[config.mk]
export PLATFORM = sky130hd
export DESIGN_NAME = ex_mem_pipe_reg_flat
export DESIGN_NICKNAME = d
export VERILOG_FILES = /design/src/rtl/ex_mem_pipe_reg_if.sv /design/src/rtl/ex_mem_pipe_reg.sv /design/src/flat_wrapper.sv
export SDC_FILE = /design/constraint.sdc
export NUM_CORES = 1
export LEC_CHECK = 0
export CORE_MARGIN = 5
export CORE_UTILIZATION = 35
export DETAILED_ROUTE_END_ITERATION = 8
export PLACE_DENSITY = 0.87
export REMOVE_ABC_BUFFERS = 1
export SLEW_MARGIN = 5
export SYNTH_ARGS = -nofsm -noshare
export SYNTH_HDL_FRONTEND = slang
export SYNTH_SLANG_ARGS = --single-unit
[constraint.sdc]
create_clock -name clk -period 1.4 [get_ports clk]
set_clock_uncertainty 0.15 [all_clocks]
set_input_delay 0.14 -clock clk [delete_from_list [all_inputs] [get_ports clk]]
set_output_delay 0.14 -clock clk [all_outputs]
set_load 0.02 [all_outputs]
[src/rtl/ex_mem_pipe_reg_if.sv]
// EX->MEM pipeline-register bus: E-stage inputs, control strobes and M-stage outputs.
// Performance-counter signals exist only when EX_MEM_PERF_CNT_EN is defined.
interface ex_mem_pipe_reg_if #(
  parameter int DATA_W  = 32,
  parameter int REG_W   = 5,
  parameter int INSTR_W = 32,
  parameter int CNT_W   = 16
);
  logic               stall_m;
  logic               flush_m;
  logic               halt_clr;

  logic               valid_e;
  logic               syscall_e;
  logic               regwrite_e;
  logic               memtoreg_e;
  logic               memwrite_e;
  logic [DATA_W-1:0]  alu_out_e;
  logic [DATA_W-1:0]  write_data_e;
  logic [REG_W-1:0]   write_reg_e;
  logic [REG_W-1:0]   rs_e;
  logic [INSTR_W-1:0] instr_e;

  logic               valid_m;
  logic               syscall_m;
  logic               regwrite_m;
  logic               memtoreg_m;
  logic               memwrite_m;
  logic [DATA_W-1:0]  alu_out_m;
  logic [DATA_W-1:0]  write_data_m;
  logic [REG_W-1:0]   write_reg_m;
  logic [REG_W-1:0]   rs_m;
  logic [INSTR_W-1:0] instr_m;

  logic               hz_regwrite_m;
  logic               hz_memtoreg_m;
  logic               hz_memwrite_m;
  logic               halted;

`ifdef EX_MEM_PERF_CNT_EN
  logic [CNT_W-1:0]   stall_cnt;
  logic [CNT_W-1:0]   bubble_cnt;

  modport master (
    output stall_m, flush_m, halt_clr,
    output valid_e, syscall_e, regwrite_e, memtoreg_e, memwrite_e,
    output alu_out_e, write_data_e, write_reg_e, rs_e, instr_e,
    input  valid_m, syscall_m, regwrite_m, memtoreg_m, memwrite_m,
    input  alu_out_m, write_data_m, write_reg_m, rs_m, instr_m,
    input  hz_regwrite_m, hz_memtoreg_m, hz_memwrite_m, halted,
    input  stall_cnt, bubble_cnt
  );

  modport slave (
    input  stall_m, flush_m, halt_clr,
    input  valid_e, syscall_e, regwrite_e, memtoreg_e, memwrite_e,
    input  alu_out_e, write_data_e, write_reg_e, rs_e, instr_e,
    output valid_m, syscall_m, regwrite_m, memtoreg_m, memwrite_m,
    output alu_out_m, write_data_m, write_reg_m, rs_m, instr_m,
    output hz_regwrite_m, hz_memtoreg_m, hz_memwrite_m, halted,
    output stall_cnt, bubble_cnt
  );
`else
  logic unused_cnt_w;
  assign unused_cnt_w = ^CNT_W;

  modport master (
    output stall_m, flush_m, halt_clr,
    output valid_e, syscall_e, regwrite_e, memtoreg_e, memwrite_e,
    output alu_out_e, write_data_e, write_reg_e, rs_e, instr_e,
    input  valid_m, syscall_m, regwrite_m, memtoreg_m, memwrite_m,
    input  alu_out_m, write_data_m, write_reg_m, rs_m, instr_m,
    input  hz_regwrite_m, hz_memtoreg_m, hz_memwrite_m, halted
  );

  modport slave (
    input  stall_m, flush_m, halt_clr,
    input  valid_e, syscall_e, regwrite_e, memtoreg_e, memwrite_e,
    input  alu_out_e, write_data_e, write_reg_e, rs_e, instr_e,
    output valid_m, syscall_m, regwrite_m, memtoreg_m, memwrite_m,
    output alu_out_m, write_data_m, write_reg_m, rs_m, instr_m,
    output hz_regwrite_m, hz_memtoreg_m, hz_memwrite_m, halted
  );
`endif
endinterface

[src/rtl/ex_mem_pipe_reg.sv]
// EX->MEM pipeline register with stall/flush, valid-gated hazard copies and a syscall halt FSM.
// Define EX_MEM_PERF_CNT_EN to add saturating stall/bubble performance counters.
module ex_mem_pipe_reg #(
  parameter int DATA_W  = 32,
  parameter int REG_W   = 5,
  parameter int INSTR_W = 32,
  parameter int CNT_W   = 16
) (
  input  logic              clk,
  input  logic              rst_n,
  ex_mem_pipe_reg_if.slave  bus
);

  typedef enum logic {
    RUN    = 1'b0,
    HALTED = 1'b1
  } state_t;

  state_t             state_reg, state_next;
  logic               load_bubble, load_instr;

  logic               valid_reg, syscall_reg, regwrite_reg, memtoreg_reg, memwrite_reg;
  logic               hz_regwrite_reg, hz_memtoreg_reg, hz_memwrite_reg;
  logic [DATA_W-1:0]  alu_out_reg, write_data_reg;
  logic [REG_W-1:0]   write_reg_reg, rs_reg;
  logic [INSTR_W-1:0] instr_reg;

  // Flush always wins over stall and keeps the current state; halt_clr is honoured
  // only on an ordinary (non-flush, non-stall) edge while HALTED.
  always_comb begin
    state_next  = state_reg;
    load_bubble = 1'b0;
    load_instr  = 1'b0;
    if (bus.flush_m) begin
      load_bubble = 1'b1;
    end else if (!bus.stall_m) begin
      if (state_reg == HALTED) begin
        load_bubble = 1'b1;
        if (bus.halt_clr) begin
          state_next = RUN;
        end
      end else begin
        load_instr = 1'b1;
        if (bus.valid_e && bus.syscall_e) begin
          state_next = HALTED;
        end
      end
    end
  end

  always_ff @(posedge clk) begin
    if (!rst_n) begin
      state_reg       <= RUN;
      valid_reg       <= 1'b0;
      syscall_reg     <= 1'b0;
      regwrite_reg    <= 1'b0;
      memtoreg_reg    <= 1'b0;
      memwrite_reg    <= 1'b0;
      hz_regwrite_reg <= 1'b0;
      hz_memtoreg_reg <= 1'b0;
      hz_memwrite_reg <= 1'b0;
      alu_out_reg     <= '0;
      write_data_reg  <= '0;
      write_reg_reg   <= '0;
      rs_reg          <= '0;
      instr_reg       <= '0;
    end else begin
      state_reg <= state_next;
      if (load_bubble) begin
        valid_reg       <= 1'b0;
        syscall_reg     <= 1'b0;
        regwrite_reg    <= 1'b0;
        memtoreg_reg    <= 1'b0;
        memwrite_reg    <= 1'b0;
        hz_regwrite_reg <= 1'b0;
        hz_memtoreg_reg <= 1'b0;
        hz_memwrite_reg <= 1'b0;
        alu_out_reg     <= '0;
        write_data_reg  <= '0;
        write_reg_reg   <= '0;
        rs_reg          <= '0;
        instr_reg       <= '0;
      end else if (load_instr) begin
        valid_reg       <= bus.valid_e;
        syscall_reg     <= bus.syscall_e;
        regwrite_reg    <= bus.regwrite_e;
        memtoreg_reg    <= bus.memtoreg_e;
        memwrite_reg    <= bus.memwrite_e;
        // Hazard copies are pre-gated so the hazard unit never sees an invalid slot.
        hz_regwrite_reg <= bus.regwrite_e & bus.valid_e;
        hz_memtoreg_reg <= bus.memtoreg_e & bus.valid_e;
        hz_memwrite_reg <= bus.memwrite_e & bus.valid_e;
        alu_out_reg     <= bus.alu_out_e;
        write_data_reg  <= bus.write_data_e;
        write_reg_reg   <= bus.write_reg_e;
        rs_reg          <= bus.rs_e;
        instr_reg       <= bus.instr_e;
      end
    end
  end

  assign bus.valid_m       = valid_reg;
  assign bus.syscall_m     = syscall_reg;
  assign bus.regwrite_m    = regwrite_reg;
  assign bus.memtoreg_m    = memtoreg_reg;
  assign bus.memwrite_m    = memwrite_reg;
  assign bus.hz_regwrite_m = hz_regwrite_reg;
  assign bus.hz_memtoreg_m = hz_memtoreg_reg;
  assign bus.hz_memwrite_m = hz_memwrite_reg;
  assign bus.alu_out_m     = alu_out_reg;
  assign bus.write_data_m  = write_data_reg;
  assign bus.write_reg_m   = write_reg_reg;
  assign bus.rs_m          = rs_reg;
  assign bus.instr_m       = instr_reg;
  assign bus.halted        = (state_reg == HALTED);

`ifdef EX_MEM_PERF_CNT_EN
  localparam logic [CNT_W-1:0] CNT_MAX = '1;

  logic [CNT_W-1:0] stall_cnt_reg, bubble_cnt_reg;

  always_ff @(posedge clk) begin
    if (!rst_n) begin
      stall_cnt_reg  <= '0;
      bubble_cnt_reg <= '0;
    end else begin
      if (bus.stall_m && !bus.flush_m && (stall_cnt_reg != CNT_MAX)) begin
        stall_cnt_reg <= stall_cnt_reg + 1'b1;
      end
      if (load_bubble && (bubble_cnt_reg != CNT_MAX)) begin
        bubble_cnt_reg <= bubble_cnt_reg + 1'b1;
      end
    end
  end

  assign bus.stall_cnt  = stall_cnt_reg;
  assign bus.bubble_cnt = bubble_cnt_reg;
`else
  logic unused_cnt_w;
  assign unused_cnt_w = ^CNT_W;
`endif

endmodule

[src/flat_wrapper.sv]
// flat-port wrapper written by rule: the top's interface ports become plain ports
module ex_mem_pipe_reg_flat 
#(
  parameter int DATA_W  = 32,
  parameter int REG_W   = 5,
  parameter int INSTR_W = 32,
  parameter int CNT_W   = 16
)
  (clk, rst_n, bus_stall_m, bus_flush_m, bus_halt_clr, bus_valid_e, bus_syscall_e, bus_regwrite_e, bus_memtoreg_e, bus_memwrite_e, bus_alu_out_e, bus_write_data_e, bus_write_reg_e, bus_rs_e, bus_instr_e, bus_valid_m, bus_syscall_m, bus_regwrite_m, bus_memtoreg_m, bus_memwrite_m, bus_alu_out_m, bus_write_data_m, bus_write_reg_m, bus_rs_m, bus_instr_m, bus_hz_regwrite_m, bus_hz_memtoreg_m, bus_hz_memwrite_m, bus_halted);
  ex_mem_pipe_reg_if #(.DATA_W(DATA_W), .REG_W(REG_W), .INSTR_W(INSTR_W), .CNT_W(CNT_W)) bus_i ();
  input  logic clk;
  input  logic rst_n;
  input wire logic [$bits(bus_i.stall_m)-1:0] bus_stall_m;
  input wire logic [$bits(bus_i.flush_m)-1:0] bus_flush_m;
  input wire logic [$bits(bus_i.halt_clr)-1:0] bus_halt_clr;
  input wire logic [$bits(bus_i.valid_e)-1:0] bus_valid_e;
  input wire logic [$bits(bus_i.syscall_e)-1:0] bus_syscall_e;
  input wire logic [$bits(bus_i.regwrite_e)-1:0] bus_regwrite_e;
  input wire logic [$bits(bus_i.memtoreg_e)-1:0] bus_memtoreg_e;
  input wire logic [$bits(bus_i.memwrite_e)-1:0] bus_memwrite_e;
  input wire logic [$bits(bus_i.alu_out_e)-1:0] bus_alu_out_e;
  input wire logic [$bits(bus_i.write_data_e)-1:0] bus_write_data_e;
  input wire logic [$bits(bus_i.write_reg_e)-1:0] bus_write_reg_e;
  input wire logic [$bits(bus_i.rs_e)-1:0] bus_rs_e;
  input wire logic [$bits(bus_i.instr_e)-1:0] bus_instr_e;
  output wire logic [$bits(bus_i.valid_m)-1:0] bus_valid_m;
  output wire logic [$bits(bus_i.syscall_m)-1:0] bus_syscall_m;
  output wire logic [$bits(bus_i.regwrite_m)-1:0] bus_regwrite_m;
  output wire logic [$bits(bus_i.memtoreg_m)-1:0] bus_memtoreg_m;
  output wire logic [$bits(bus_i.memwrite_m)-1:0] bus_memwrite_m;
  output wire logic [$bits(bus_i.alu_out_m)-1:0] bus_alu_out_m;
  output wire logic [$bits(bus_i.write_data_m)-1:0] bus_write_data_m;
  output wire logic [$bits(bus_i.write_reg_m)-1:0] bus_write_reg_m;
  output wire logic [$bits(bus_i.rs_m)-1:0] bus_rs_m;
  output wire logic [$bits(bus_i.instr_m)-1:0] bus_instr_m;
  output wire logic [$bits(bus_i.hz_regwrite_m)-1:0] bus_hz_regwrite_m;
  output wire logic [$bits(bus_i.hz_memtoreg_m)-1:0] bus_hz_memtoreg_m;
  output wire logic [$bits(bus_i.hz_memwrite_m)-1:0] bus_hz_memwrite_m;
  output wire logic [$bits(bus_i.halted)-1:0] bus_halted;
  assign bus_i.stall_m = bus_stall_m;
  assign bus_i.flush_m = bus_flush_m;
  assign bus_i.halt_clr = bus_halt_clr;
  assign bus_i.valid_e = bus_valid_e;
  assign bus_i.syscall_e = bus_syscall_e;
  assign bus_i.regwrite_e = bus_regwrite_e;
  assign bus_i.memtoreg_e = bus_memtoreg_e;
  assign bus_i.memwrite_e = bus_memwrite_e;
  assign bus_i.alu_out_e = bus_alu_out_e;
  assign bus_i.write_data_e = bus_write_data_e;
  assign bus_i.write_reg_e = bus_write_reg_e;
  assign bus_i.rs_e = bus_rs_e;
  assign bus_i.instr_e = bus_instr_e;
  assign bus_valid_m = bus_i.valid_m;
  assign bus_syscall_m = bus_i.syscall_m;
  assign bus_regwrite_m = bus_i.regwrite_m;
  assign bus_memtoreg_m = bus_i.memtoreg_m;
  assign bus_memwrite_m = bus_i.memwrite_m;
  assign bus_alu_out_m = bus_i.alu_out_m;
  assign bus_write_data_m = bus_i.write_data_m;
  assign bus_write_reg_m = bus_i.write_reg_m;
  assign bus_rs_m = bus_i.rs_m;
  assign bus_instr_m = bus_i.instr_m;
  assign bus_hz_regwrite_m = bus_i.hz_regwrite_m;
  assign bus_hz_memtoreg_m = bus_i.hz_memtoreg_m;
  assign bus_hz_memwrite_m = bus_i.hz_memwrite_m;
  assign bus_halted = bus_i.halted;
  ex_mem_pipe_reg #(.DATA_W(DATA_W), .REG_W(REG_W), .INSTR_W(INSTR_W), .CNT_W(CNT_W)) u_core (.clk(clk), .rst_n(rst_n), .bus(bus_i));
endmodule
Figure 1. Placed cells, one colour a class (run 1).
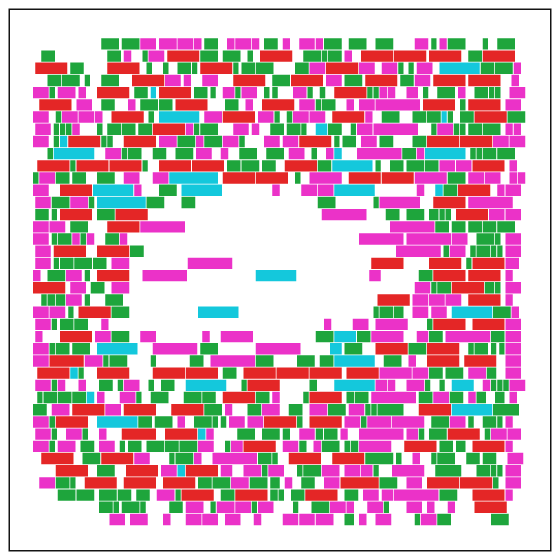
| colour | class | cells |
|---|---|---|
| green | all other logic | 350 |
| red | flip-flops | 115 |
| cyan | clock drivers and dummy loads | 32 |
| magenta | other buffers and delay cells | 272 |

Figure 2. Wire density map (run 1).
Bar = 20 µm. The die is cut into 24 by 24 equal tiles; dark blue is low, red is high, scaled to the fullest tile. Values are wire area over tile area, all layers added.
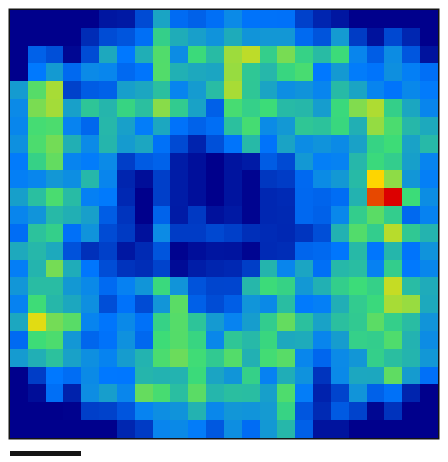
emptiest ninth of the die: centre
tiles over half the peak: 11%
mean over tiles: 0.19
nearly empty tiles: 8.5%
fullest tile: 0.67

Figure 3. Routing congestion (run 1).
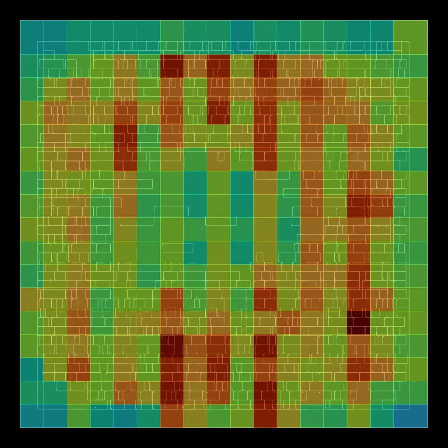
Final Core Density: 0.707
GR peak layer: met2

run 1: flip-flops by register name, summed over array words and instances (netlist names):
register                  cells
u_core.bus.write_reg_m        5
u_core.bus.rs_m               5
u_core.bus.memtoreg_m         1
u_core.bus.alu_out_m         32
u_core.bus.halted             1
u_core.bus.hz_memtoreg_m      1
u_core.bus.write_data_m      32
u_core.bus.memwrite_m         1
u_core.bus.regwrite_m         1
u_core.bus.syscall_m          1
u_core.bus.hz_memwrite_m      1
u_core.bus.instr_m           32
u_core.bus.hz_regwrite_m      1
u_core.bus.valid_m            1
run 1: cell usage after synthesis:
cell	count	area share
nand2_1	225	0.20
dfxtp_1	115	0.54
a21oi_2	60	0.12
a21oi_1	54	0.063
clkbuf_1	16	0.014
buf_6	14	0.037
buf_2	7	0.0082
nand3_1	3	0.0035
inv_1	2	0.0018
a211o_1	1	0.0021
a311oi_1	1	0.0021
a31oi_1	1	0.0015
buf_4	1	0.0018
nor2_1	1	0.00088
nor3_2	1	0.0023
or3_1	1	0.0015
run 1: what timing repair did:
item	CTS	global route
gates cloned	17	1
endpoints found under the hold margin	0	0
pin swaps	101	70
hold buffers	0	0
buffers inserted	5	0
setup endpoints to repair	229	195
gates resized	378	228
run 1: cell type report:
type | instances | area, µm² | share of cell area
Tap cell | 147 | 184 | 0.0218
Clock buffer | 21 | 460 | 0.0545
Sequential cell | 115 | 2310 | 0.273
Multi-Input combinational cell | 348 | 2570 | 0.304
Inverter | 2 | 7.51 | 0.000888
Clock inverter | 11 | 110 | 0.0130
Timing Repair Buffer | 272 | 2810 | 0.332
run 1: where the power goes:
part	switching, W	internal, W	total [W]
registers	0.0000676	0.00335	0.00342
clock network	0.00149	0.00268	0.00417
logic	0.000654	0.000725	0.00138
total	0.00221	0.00676	0.00897
==> impl_metrics.tcl, run 1 <==
# flow metrics
set metrics [dict create \
    setup_violations 114 \
    aoi_share 0.192 \
    crit_family "simple AND/OR/NAND/NOR gates" \
    slowest_delay_ns 0.41 \
    slowest_stage "or3_4" \
    nets 872 \
    ys_sh_xor 0 \
    cp-start-kind "flip-flop" \
    violations "negative setup slack" \
    p_leak_nw 3.36 \
    highest_layer "met4" \
    diodes 0 \
    tightest_slew_ns 0.323 \
    met1_usage 0.226 \
    chipArea_um2 14500 \
    met2_usage 0.397 \
    status "complete, but fails checks" \
    cts_num_sinks 115 \
    finalHoldViolCount 0 \
    core_area_um2 12000 \
    cts_tree "done" \
    hold_path_end "u_core.bus.instr_m[22]$_SDFFE_PP0P_" \
    drv_cap 0 \
    ys_area_um2 4270 \
    wl_per_cell_um 18.7 \
    cts_root_buf "clkbuf_16" \
    netlist_area_um2 4270 \
    worstReg2RegEnd "u_core.bus.write_data_m[1]$_SDFFE_PP0P_" \
    critPathLaunch "u_core.bus.halted$_SDFFE_PN0P_" \
    setup_ws_ns -0.156 \
    p_per_area_nw_per_um2 1060 \
    relSlewSlack 0.785 \
    pre_cts_ws_ns -0.388 \
    reg2reg_depth 5 \
    timing.hold.ws_ns 0.133 \
    ys_top_logic_family "simple AND/OR/NAND/NOR gates" \
]
Figure 4. Signal wires by layer (run 1).
Bar = 20 µm.
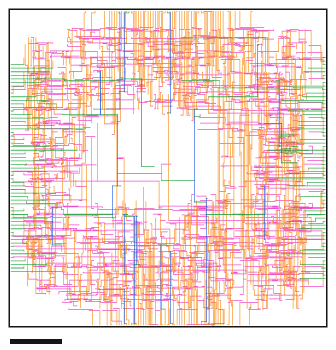

## Run 2: what changed since run 1
==> constraint.sdc (replaced) <==
create_clock -name clk -period 1.4 [get_ports clk]
set_clock_uncertainty 0.15 [all_clocks]
set_input_delay 0.28 -clock clk [delete_from_list [all_inputs] [get_ports clk]]
set_output_delay 0.28 -clock clk [all_outputs]
set_load 0.02 [all_outputs]
Figure 5. Signal wires by layer (run 2).
Bar = 20 µm.
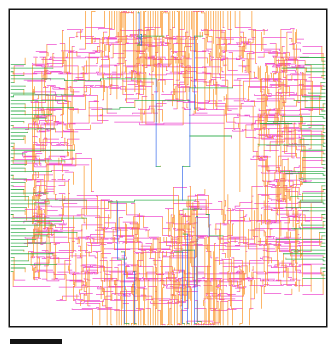
| colour | layer | wire length |
|---|---|---|
| green | met3 | 1220 µm |
| blue | met4 | 326 µm |
| magenta | met1 | 5550 µm |
| orange | met2 | 7000 µm |

==> run 2 against run 1 <==
- the flow still finishes with violations (negative setup slack)
- critical path depth up 2
- die size unchanged
- non-clock buffer count down 7
- setup slack better by 0.059 ns
- sequential cell count unchanged
- via count down 4.9%
- register-to-register slack better by 0.06 ns
- final area down 14%
- maximum frequency up 3.9%
- synthesized area unchanged
==> impl_metrics.tcl, run 2 <==
# flow metrics
set metrics [dict create \
    status "complete, but fails checks" \
    violations "negative setup slack" \
    cts_num_sinks 115 \
    synth_top_cell_by_count "nand2_1" \
    reg2reg_depth 7 \
    synthFlopType "dfxtp_1" \
    p_switching_w 0.00211 \
    top_area_cell "dfxtp_1" \
    sequentialPower_w 0.00338 \
    p_leak_nw 2.97 \
    met1_usage 0.197 \
    slowest_stage "dfxtp_2" \
    logic_area_um2 1970 \
    ys_area_um2 4270 \
    finalHoldViolCount 0 \
    slowest_delay_ns 0.34 \
    pg_comb_w 0.00109 \
    postCtsSetupBuffers 6 \
    async_reset_ff_frac 0 \
    top_cell_area_share 0.539 \
    diodes 0 \
    comb_power_share 0.124 \
    cp-start-kind "flip-flop" \
    setup_ws_ns -0.0968 \
    hold_path_end "u_core.bus.alu_out_m[3]$_SDFFE_PP0P_" \
    wl_per_cell_um 15.5 \
    critPathLaunch "u_core.bus.halted$_SDFFE_PN0P_" \
    edf_count 0 \
    pwr-share-clk 0.492 \
    p_per_area_nw_per_um2 1210 \
    drv_cap 0 \
    netlist_area_um2 4270 \
    tightest_slew_ns 0.254 \
    area_leaders "dfxtp_1 54%, nand2_1 20%, a21oi_2 12%" \
    worstReg2RegEnd "u_core.bus.alu_out_m[9]$_SDFFE_PP0P_" \
    setup_violations 100 \
    top_power_group "clock" \
    nets 865 \
    chipArea_um2 14500 \
]
Figure 6. Routing congestion (run 2).
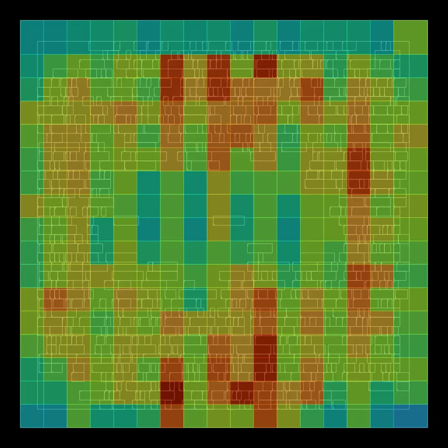
Final Core Density: 0.610
met2 Usage GRT: 0.319
GRT Overall Usage: 0.181

==> run 2: cell types whose count changed in the layout (fill, tap and decap cells not counted), sizes merged <==
| cell | before | now |
|---|---|---|
| buf | 64 | 148 |
| bufinv | 2 | 3 |
| clkinvlp | 2 | 5 |
| dlygate4sd2 | 4 | 2 |
| clkdlybuf4s50 | 115 | 113 |
| clkbuf | 73 | 19 |
| clkdlybuf4s15 | 37 | 0 |
==> run 2: kinds of logic (layout without fill, tap and decap cells) <==
logic type / count (synthesis) / after routing / share of synthesized area
buf+inv: 40 / 299 / 0.0627
compound gates: 117 / 117 / 0.192
flops: 115 / 115 / 0.539
simple gates: 231 / 231 / 0.206
==> run 2: final cells by class <==
| class | count | area share |
|---|---|---|
| Clock buffer | 17 | 0.0583 |
| Clock inverter | 15 | 0.0228 |
| Inverter | 2 | 0.00103 |
| Multi-Input combinational cell | 348 | 0.269 |
| Sequential cell | 115 | 0.316 |
| Tap cell | 147 | 0.0252 |
| Timing Repair Buffer | 265 | 0.307 |
==> run 2: worst max-delay path, delay by kind of cell, from the launching register on <==
family | cells | cell delay (ns)
AND/OR/NAND/NOR | 2 | 0.24
AND-OR/OR-AND | 1 | 0.12
buffers and inverters | 4 | 0.58
flip-flops | 1 | 0.34
==> run 2: through the flow <==
| stage | hold slack, ns | instance area [µm²] | std cells | setup slack, ns |
|---|---|---|---|---|
| floorplan | 0.242 | 4010 | 465 | -2.89 |
| global placement | 0.288 | 6820 | 868 | -0.486 |
| detailed placement | 0.292 | 6820 | 868 | -0.534 |
| CTS | 0.261 | 7010 | 907 | -0.0659 |
| global route | 0.267 | 7300 | 909 | -0.152 |
| finish | 0.280 | 7300 | 909 | -0.0968 |
Figure 7. Wire density map (run 2).
Bar = 20 µm. The die is cut into 24 by 24 equal tiles; dark blue is low, red is high, scaled to the fullest tile. Values are wire area over tile area, all layers added.
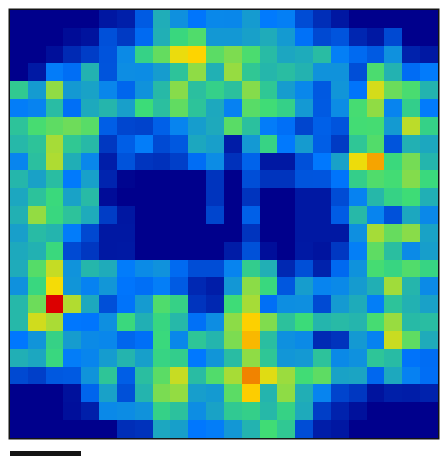

## Run 3: what changed since run 2
CORE_MARGIN = not set   (was 5)
Figure 8. Wire density map (run 3).
Bar = 20 µm. The die is cut into 22 by 22 equal tiles; dark blue is low, red is high, scaled to the fullest tile. Values are wire area over tile area, all layers added.
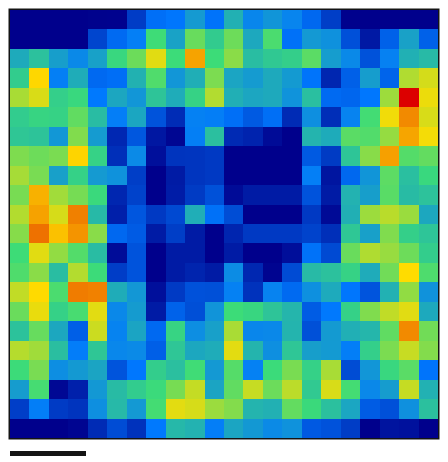
densest ninth of the die: west
tiles over half the peak: 25%
fullest tile: 0.50

Figure 9. Register map, names as in the netlist (run 3).
Bar = 20 µm. Other sequential cells in the stronger grey, the rest of the logic in the fainter grey.
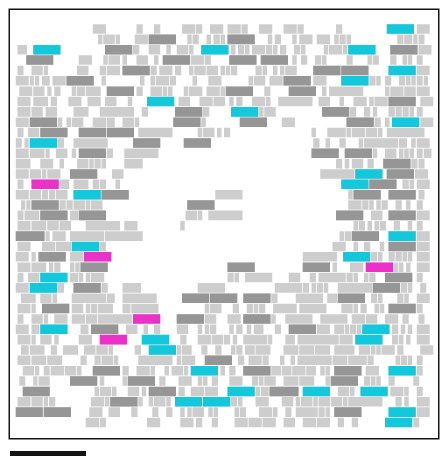
| colour | netlist name | placed flops |
|---|---|---|
| cyan | u_core.bus.instr_m | 32 |
| magenta | u_core.bus.rs_m | 5 |
not coloured: 78

==> run 3 against run 2 <==
- wire length down 5.9%
- synthesized cell count stayed put
- the flow still finishes with violations (negative setup slack)
- highest routed layer unchanged
- sequential share of layout area rose by 0.68 points
- setup slack worse by 0.025 ns
- critical path type unchanged
==> impl_metrics.tcl, run 3 <==
# flow metrics
set metrics [dict create \
    status "complete, but fails checks" \
    violations "negative setup slack" \
    synthFlopType "dfxtp_1" \
    edf_count 0 \
    area_leaders "dfxtp_1 54%, nand2_1 20%, a21oi_2 12%" \
    final_core_util 0.612 \
    logic_area_um2 1930 \
    cp-start-kind "flip-flop" \
    slowest_stage "dfxtp_2" \
    p_seq_frac 0.403 \
    pwr-share-clk 0.469 \
    hold_buffers 0 \
    setup_ws_ns -0.122 \
    taps 143 \
    cts_root_buf "clkbuf_16" \
    cts_num_sinks 115 \
    crit_family "buffers and inverters" \
    p_switching_w 0.00192 \
    dp_cells 861 \
    ff_count 115 \
    swShare 0.229 \
    sequentialPower_w 0.00339 \
    intPower_w 0.00647 \
    grt-busiest-layer "met2" \
    comb_power_share 0.127 \
    top_cells_by_count "225 x nand2_1, 115 x dfxtp_1, 60 x a21oi_2, 54 x a21oi_1, 16 x clkbuf_1" \
    comb_share 0.270 \
    highest_layer "met4" \
    yosys.area_share.adder 0 \
    nets 859 \
    clock_buffers 23 \
    aoi_share 0.192 \
    netlist_area_um2 4270 \
    comb_cells 348 \
    synth_top_cell_by_count "nand2_1" \
    largest_cell_class "sequential cells" \
    finalHoldViolCount 0 \
    final_cells 896 \
    diodes 0 \
    p_leak_nw 2.95 \
    wl_per_cell_um 14.8 \
    pg_clk_w 0.00394 \
    met1_usage 0.221 \
    track_usage 0.208 \
    chipArea_um2 12600 \
    setup_violations 94 \
    ys_top_logic_family "simple AND/OR/NAND/NOR gates" \
    nonClkBufAreaFrac 0.305 \
    n_all_buffers 259 \
    ys_sh_xor 0 \
]
[run 3: cell types whose count changed in the layout (fill, tap and decap cells not counted), sizes merged]
| cell | delta |
|---|---|
| buf | -6 |
| clkbuf | +6 |
| clkinvlp | -5 |
| bufinv | -2 |
| clkinv | -2 |
[run 3: what timing repair did]
action,CTS,global route
pin swaps,4,23
gates resized,476,57
endpoints found under the setup margin,224,114
cloned,2,2
buffers inserted,1,2
[run 3: cells by family (layout without fill, tap and decap cells)]
kind of cell    count (synthesis)  in the layout
simple gates                  231            231
buf+inv                        40            290
flops                         115            115
compound gates                117            117
[run 3: per-stage QoR]
stage               instance area, µm²  worst slack, ns
floorplan                         4010            -2.89
global placement                  6790           -0.433
detailed placement                6790           -0.520
CTS                               6890          -0.0799
global route                      7140           -0.175
finish                            7140           -0.122
[run 3: worst paths after layout]
path | from | endpoint | slack (ns) | cells past startpoint
max | u_core.bus.halted$_SDFFE_PN0P_ | u_core.bus.alu_out_m[12]$_SDFFE_PP0P_ | -0.12 | 6
min | bus_instr_e[31] | u_core.bus.instr_m[31]$_SDFFE_PP0P_ | 0.28 | 3
max reg2reg | u_core.bus.halted$_SDFFE_PN0P_ | u_core.bus.alu_out_m[12]$_SDFFE_PP0P_ | -0.12 | 6
min reg2reg | u_core.bus.alu_out_m[18]$_SDFFE_PP0P_ | u_core.bus.alu_out_m[18]$_SDFFE_PP0P_ | 0.30 | 2
[run 3: worst min-delay path: cells and delay by family]
kind	cells	cell delay (ns)
buffers and inverters	1	0.40
AND-OR/OR-AND	1	0.05
AND/OR/NAND/NOR	1	0.05
Power figures rest on the tool's default switching activity, not on a simulated workload.
